### Cell placement, run 1

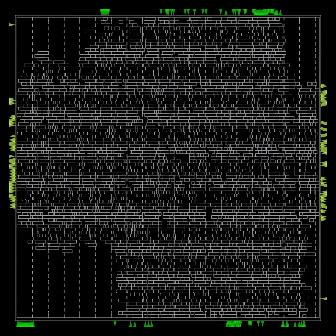
### Sequential cells colored by netlist name, run 1

Scale: 2 px per µm. Other sequential cells in the stronger gray, the rest of the logic in the fainter gray.
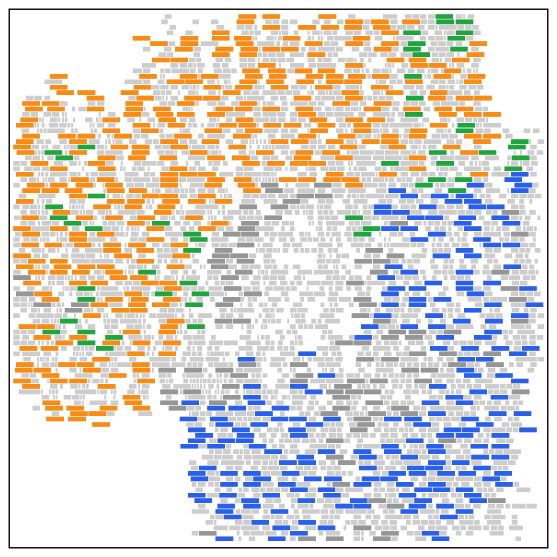
### Signal wires by layer, run 1

Scale: 1.5 px per µm. Two of the layers only.
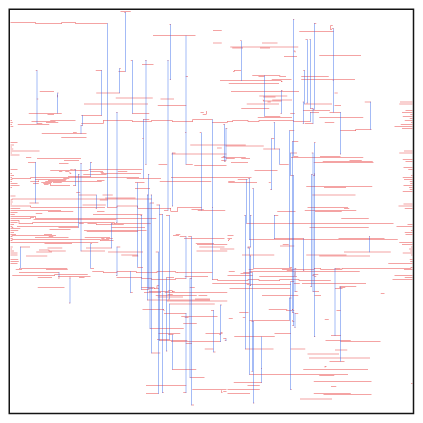
### Port wiring, run 1

Scale: 2 px per µm.
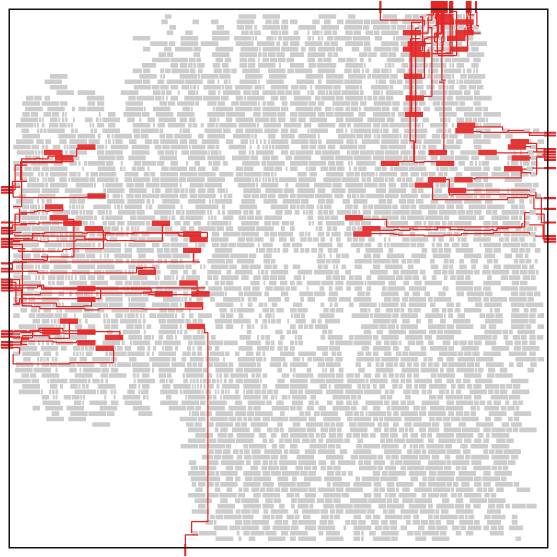
Design msrh_tlb_walk_req, sky130hd; sources not shown.
==> impl_metrics.env, run 1 <==
# physical design summary
export IMPL_power_group_top="sequential cells"
export IMPL_top_usage_layer="met2"
export IMPL_path_common_cell="buf_6"
export IMPL_dp_slack_ps=-1550
export IMPL_outcome="finished with violations"
export IMPL_antenna_left=0
export IMPL_power_mw=21.2
export IMPL_start_kind="input pin"
export IMPL_r2r_setup_slack_ps=-290
export IMPL_syn_area_um2=34800
export IMPL_top_cells_by_count="dfrtp_1 (737), mux2_2 (660), nand2_1 (299)"
export IMPL_worstSkewPairLatency_ps=640
export IMPL_place_area_um2=40300
export IMPL_crit_buf_inv=9
export IMPL_grt_overflow=0
export IMPL_swShare_pct=25.1
export IMPL_die_area_um2=72100
export IMPL_most_common_cell="dfrtp_1"
export IMPL_relSlewSlack_pct=34.2
export IMPL_min_period_over_period_pct=109
export IMPL_cp_end_kind="flip-flop"
export IMPL_maxUsedRoutingLayer="met4"
export IMPL_cts_root_buffer="clkbuf_16"
export IMPL_ir_worst_vdd_v=0.000443
export IMPL_required_ps=3840
export IMPL_ys_seq_share_pct=53.0
export IMPL_setup_tns_ps=-11420
export IMPL_rsz0062_at_grt="yes"
export IMPL_reg2regPathDepth=17
export IMPL_grt_start_max_net_pins=96
export IMPL_maxCapViolCount=0
export IMPL_setup_slack_ps=-298
export IMPL_drc_errors=0
export IMPL_crit_path_top_delay_cell="a2111o_1"
export IMPL_hpwl_um=66900
export IMPL_cellInternalPower_mw=15.9
export IMPL_violations="setup timing"
export IMPL_grt_pass1_wl_um=159000
export IMPL_synth_cell_types=79
export IMPL_p_switching_mw=5.30
export IMPL_criticalPathCategory="in -> reg"
export IMPL_clock_skew_final_ps=29.3
export IMPL_fin_crit_ps=3600
export IMPL_setup_viol_count_final=57
export IMPL_power_leakage_nw=21.5
export IMPL_vias=25043
export IMPL_cp_depth=21
export IMPL_die_y_um=268
export IMPL_clkSlewWorstSetupHoldPaths_ps=60
export IMPL_powerComb_mw=2.46
export IMPL_worstMarginPinSlew_ps=983
export IMPL_postSynthCellCount=2847
export IMPL_fp_util_pct=49.6
export IMPL_area_growth_pct=30.7
export IMPL_wl_met1_um=44300
export IMPL_first_global_vias=26389
export IMPL_crit_chain="dlygate4sd2_1, buf_12, buf_4, xnor2_2, nand4_1, nor4_2, buf_4, a31o_4, a211o_1, buf_6, buf_6, nand3_2, a211oi_2, nor3_1, a2111o_1, nand4_1, buf_6, o21ai_4, buf_12, buf_8, nor3_4"
export IMPL_fp_nets=2962
export IMPL_grt_met2_usage_pct=47.0
export IMPL_die_w_um=268
export IMPL_p_clk_mw=8.87
export IMPL_synth_yosys_chip_area_um2=34800
export IMPL_lay_top_count="dfrtp_1"
export IMPL_ctsHtreeMaxLevel=3
export IMPL_finalMaxSlewViolations=0
export IMPL_largest_register_ffs=352
export IMPL_hold_class="in -> async"
export IMPL_synth_edff_count=0
export IMPL_top_cell_area_share_pct=53.0
export IMPL_async_flop_share_pct=100
export IMPL_yosys_top_cells_area="dfrtp_1 (53%), mux2_2 (21%), xnor2_1 (4.2%)"
export IMPL_gp_congestion=0.928
export IMPL_cts_made_buffers=79
export IMPL_drtIter0Drc=1727
export IMPL_cts_tree="done"
export IMPL_cts_sinks=737
export IMPL_warnings=45
export IMPL_finalHoldViolations=0
export IMPL_postLayoutCellArea_um2=45500
export IMPL_most_common_layout_cells="dfrtp_1 (737), mux2_2 (660), nand2_1 (285)"
export IMPL_crit_path_max_fanout=7
export IMPL_antenna_found_initial=6
export IMPL_pwr_share_comb_pct=11.6
export IMPL_largest_area_cell="dfrtp_1"
export IMPL_holdBufCountCts=0
export IMPL_fp_row_count=97
export IMPL_cp_slowest_stage_delay_ps=420
export IMPL_timing_hold_ws_ps=76.4
export IMPL_dp_cells=4102
export IMPL_ys_cells=2847
export IMPL_yosys_warnings=0
export IMPL_critPathArrivalTime_ps=4140
export IMPL_grtUsageTotal_pct=30.1
export IMPL_fmax_mhz=278
export IMPL_p_per_area_nw_per_um2=466
export IMPL_use_met1_pct=39.0
export IMPL_wl_met2_um=50700
export IMPL_core_area_um2=70100
export IMPL_drive_gt1_share_pct=43.5
export IMPL_drtPass1Iterations=5
export IMPL_synthFlopType="dfrtp_1"
export IMPL_nets=3447
export IMPL_met3_usage_pct=5.21
export IMPL_critPathTopFamily="buffers and inverters"
export IMPL_clockPowerShare_pct=41.9
export IMPL_routed_via_density=5.78
export IMPL_clock_path_buffers=3
export IMPL_syn_avg_cell_area_um2=12.2
export IMPL_synth_flops=737
export IMPL_wl_met3_um=6520
export IMPL_power_frac_seq_pct=46.5
## Picture notes: 'Cell placement'
fillers: 5054
fin util: 64.8%
fraction of area in registers: 40.6%
post-route insts no fill: 4332

## Picture notes: 'Sequential cells colored by netlist name'
Key: blue = ent_vpn_q [flops 216]; orange = ent_ppn_q [flops 352]; green = o_resp_paddr [flops 56]
register area: 18400 µm²
seq pwr: 9.84 mW

## Picture notes: 'Signal wires by layer'
Key: red = M3 [wire length 6520 µm]; blue = M4 [wire length 4290 µm]
wire length per cell: 24.4 µm
Total Wirelength: 106000 µm

## Picture notes: 'Port wiring'
Key: red = o_resp_paddr [direction output, edge 25 west, 16 north, 14 east, 1 south, end cells 56, wire 3320 µm]
Port Buf Inserts: 186
Top Ports: 203

run 1: layout make-up:
class / instances / area (µm²) / area share, %
well taps: 940 / 1180 / 2.59
diodes: 7 / 17.5 / 0.0385
inverters: 37 / 139 / 0.305
clock inverters: 18 / 254 / 0.558
flip-flops and latches: 737 / 18400 / 40.6
clock buffers: 116 / 2330 / 5.12
repair buffers: 603 / 6370 / 14.0
multi-input cells: 1874 / 16800 / 36.8
run 1: kinds of logic after synthesis:
logic type	share of synthesized area [%]
and+or+nand+nor	9.18
buffers and inverters	3.07
AOI/OAI and AO/OA	4.72
muxes	23.1
adders and majority gates	0.0360
xor gates and xnor gates	6.85
DFF	53.0
run 1: repair_timing:
item	CTS	global route
gates cloned	10	5
setup buffers	63	18
resized	210	191
pin swaps	68	85
setup endpoints to repair	87	84
==> run 1 -> run 2 <==
--- a/config.mk
+++ b/config.mk
@@ -10,6 +10,7 @@
 export CORE_UTILIZATION = 49
 export CTS_CLUSTER_SIZE = 40
 export DETAILED_ROUTE_END_ITERATION = 8
+export HOLD_SLACK_MARGIN = 0.1
 export MAX_ROUTING_LAYER = met4
 export PLACE_DENSITY = 0.72
 export SETUP_SLACK_MARGIN = 0.05
==> run 2 against run 1 <==
Against the previous run: non-clock buffer count grew 1; the run still ends with setup timing left; routed wire length barely moved; hold slack better by 270 ps; clock power barely moved; die size unchanged; clock-buffer cell count unchanged; cell count hardly changed; flip-flop count did not move; largest cell class unchanged; clock skew about the same; register-to-register slack hardly changed; sequential power about the same.
==> impl_metrics.env, run 2 <==
# physical design summary
export IMPL_critPathTopFamily="buffers and inverters"
export IMPL_maxUsedRoutingLayer="met4"
export IMPL_path_common_cell="buf_12"
export IMPL_antenna_cells=7
export IMPL_grt_pass1_wl_um=159000
export IMPL_buffer_area_share_pct=14.0
export IMPL_powerSeq_mw=9.84
export IMPL_violations="setup timing"
export IMPL_ir_worst_vdd_v=0.000444
export IMPL_outcome="finished with violations"
export IMPL_p_per_area_nw_per_um2=466
export IMPL_die_area_um2=72100
export IMPL_pwr_share_comb_pct=11.6
export IMPL_wl_met1_um=44100
export IMPL_place_area_um2=40300
export IMPL_wl_met3_um=6750
export IMPL_routed_via_density=5.76
export IMPL_syn_avg_cell_area_um2=12.2
export IMPL_cts_setup_buffers=63
export IMPL_dp_cells=4102
export IMPL_setup_viol_count_final=57
export IMPL_p_clk_mw=8.88
export IMPL_synth_cell_types=79
export IMPL_crit_buf_inv=8
export IMPL_power_mw=21.2
export IMPL_clockPowerShare_pct=41.9
export IMPL_use_met1_pct=39.0
export IMPL_area_growth_pct=30.8
export IMPL_ys_cells=2847
export IMPL_synthFlopType="dfrtp_1"
export IMPL_taps=940
export IMPL_timing_hold_ws_ps=346
export IMPL_warnings=45
export IMPL_gp_congestion=0.928
export IMPL_die_y_um=268
export IMPL_reg2regPathDepth=17
export IMPL_antenna_found_initial=6
export IMPL_wl_met2_um=50700
export IMPL_nMultiInputCombCells=1874
export IMPL_min_period_over_period_pct=109
export IMPL_hpwl_um=66900
export IMPL_setup_tns_ps=-11390
export IMPL_async_flop_share_pct=100
export IMPL_dp_slack_ps=-1550
export IMPL_flop_area_um2=18400
export IMPL_p_switching_mw=5.31
export IMPL_most_common_cell="dfrtp_1"
export IMPL_dominant_cells="registers"
export IMPL_grt_start_max_net_pins=96
export IMPL_fp_nets=2962
export IMPL_fin_crit_ps=3590
export IMPL_comb_area_um2=16800
export IMPL_grt_overflow=0
export IMPL_drtPass1Iterations=7
export IMPL_die_w_um=268
export IMPL_top_cells_by_count="dfrtp_1 (737), mux2_2 (660), nand2_1 (299)"
export IMPL_instances_no_fill=4333
export IMPL_cts_tree="done"
export IMPL_setup_slack_ps=-292
export IMPL_fill_cells=5053
export IMPL_cts_sinks=737
export IMPL_first_global_vias=26401
export IMPL_synth_edff_count=0
export IMPL_postSynthCellCount=2847
export IMPL_buffers=604
export IMPL_finalMaxSlewViolations=0
export IMPL_powerComb_mw=2.46
export IMPL_fmax_mhz=278
export IMPL_yosys_top_cells_area="dfrtp_1 (53%), mux2_2 (21%), xnor2_1 (4.2%)"
export IMPL_ctsHtreeMaxLevel=3
export IMPL_cellInternalPower_mw=15.9
export IMPL_fp_row_count=97
export IMPL_num_clock_buffers=116
export IMPL_io_pins=203
export IMPL_largest_register_ffs=352
export IMPL_cts_resized=210
export IMPL_start_kind="input pin"
export IMPL_syn_area_um2=34800
export IMPL_worstMarginPinSlew_ps=983
export IMPL_wire_per_inst_um=24.4
export IMPL_postLayoutCellArea_um2=45500
export IMPL_most_common_layout_cells="dfrtp_1 (737), mux2_2 (660), nand2_1 (285)"
export IMPL_core_area_um2=70100
export IMPL_drc_errors=0
export IMPL_flops=737
export IMPL_seq_share_pct=40.5
export IMPL_cts_root_buffer="clkbuf_16"
export IMPL_utilization_pct=64.8
export IMPL_synth_yosys_chip_area_um2=34800
export IMPL_nets=3448
export IMPL_criticalPathCategory="in -> reg"
export IMPL_antenna_left=0
export IMPL_relSlewSlack_pct=34.2
export IMPL_cp_end_kind="flip-flop"
export IMPL_crit_path_top_delay_cell="a2111o_1"
export IMPL_yosys_warnings=0
export IMPL_lay_top_count="dfrtp_1"
export IMPL_top_usage_layer="met2"
export IMPL_grt_met2_usage_pct=47.0
export IMPL_clk_share_pct=5.67
export IMPL_crit_chain="dlygate4sd2_1, buf_12, buf_4, xnor2_2, nand4_1, nor4_2, buf_4, a31o_4, buf_12, nor2_1, a311o_2, a21bo_1, nor3_1, a2111o_1, nand4_1, buf_6, o21ai_4, buf_12, buf_8, nor3_4"
run 2: cell counts after synthesis:
No cell type changed its count.
run 2: logic make-up after synthesis:
family / after synthesis / synth area share, %
flip-flops: 737 / 53.0
multiplexers: 721 / 23.1
AND/OR/NAND/NOR: 657 / 9.18
XOR/XNOR: 272 / 6.85
buffers and inverters: 236 / 3.07
AND-OR/OR-AND: 223 / 4.72
adder cells (fa/ha/maj): 1 / 0.0360
run 2: worst reg2reg max path, stage by stage, from the launching register on:
cell and delay, ps:
dfrtp_1 380, xor2_1 150, nor3_2 260, buf_4 170, a41o_1 240, a31oi_4 150, a211o_1 360, buf_6 140
a21bo_4 200, a211oi_2 180, nor3_1 70, a2111o_1 420, nand4_1 120, buf_6 130, o21ai_4 70, buf_12 150
buf_8 140, nor3_4 160
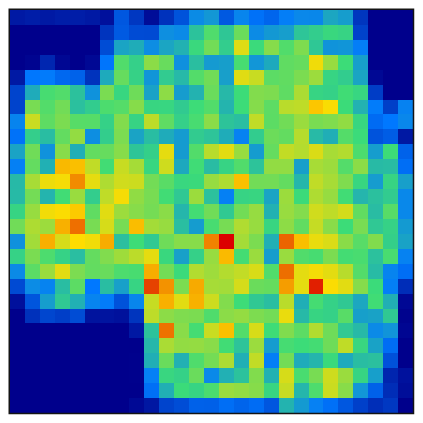
*Wire density map, run 2*
Scale: 1.5 px per µm. The die is cut into 27 by 27 equal tiles; dark blue is low, red is high, scaled to the fullest tile. Values are wire area over tile area, all layers added.
44% of the tiles are over half the peak. 13% of the tiles are nearly empty. The emptiest ninth of the die: south-west. The mean over all tiles is 0.24. The fullest tile reaches 0.57.
routed vias: 24968
Total Wirelength: 106000 µm
GRT Overall Usage: 30.2%

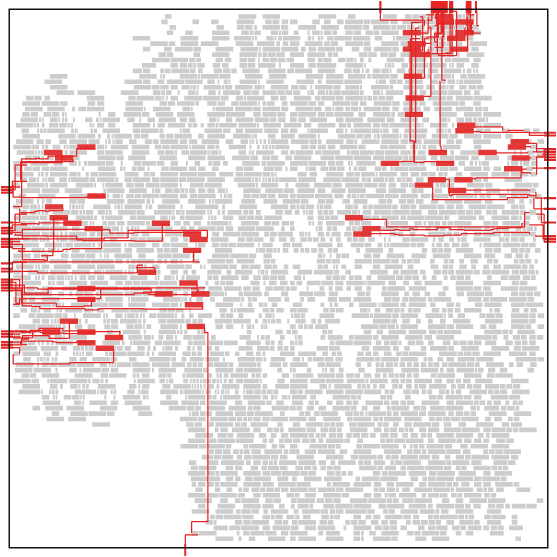
*Port wiring, run 2*
Scale: 2 px per µm.
Key: red = o_resp_paddr [direction output, edge 25 west, 16 north, 14 east, 1 south, end cells 56, wire 3320 µm]

Power figures rest on the tool's default switching activity, not on a simulated workload.
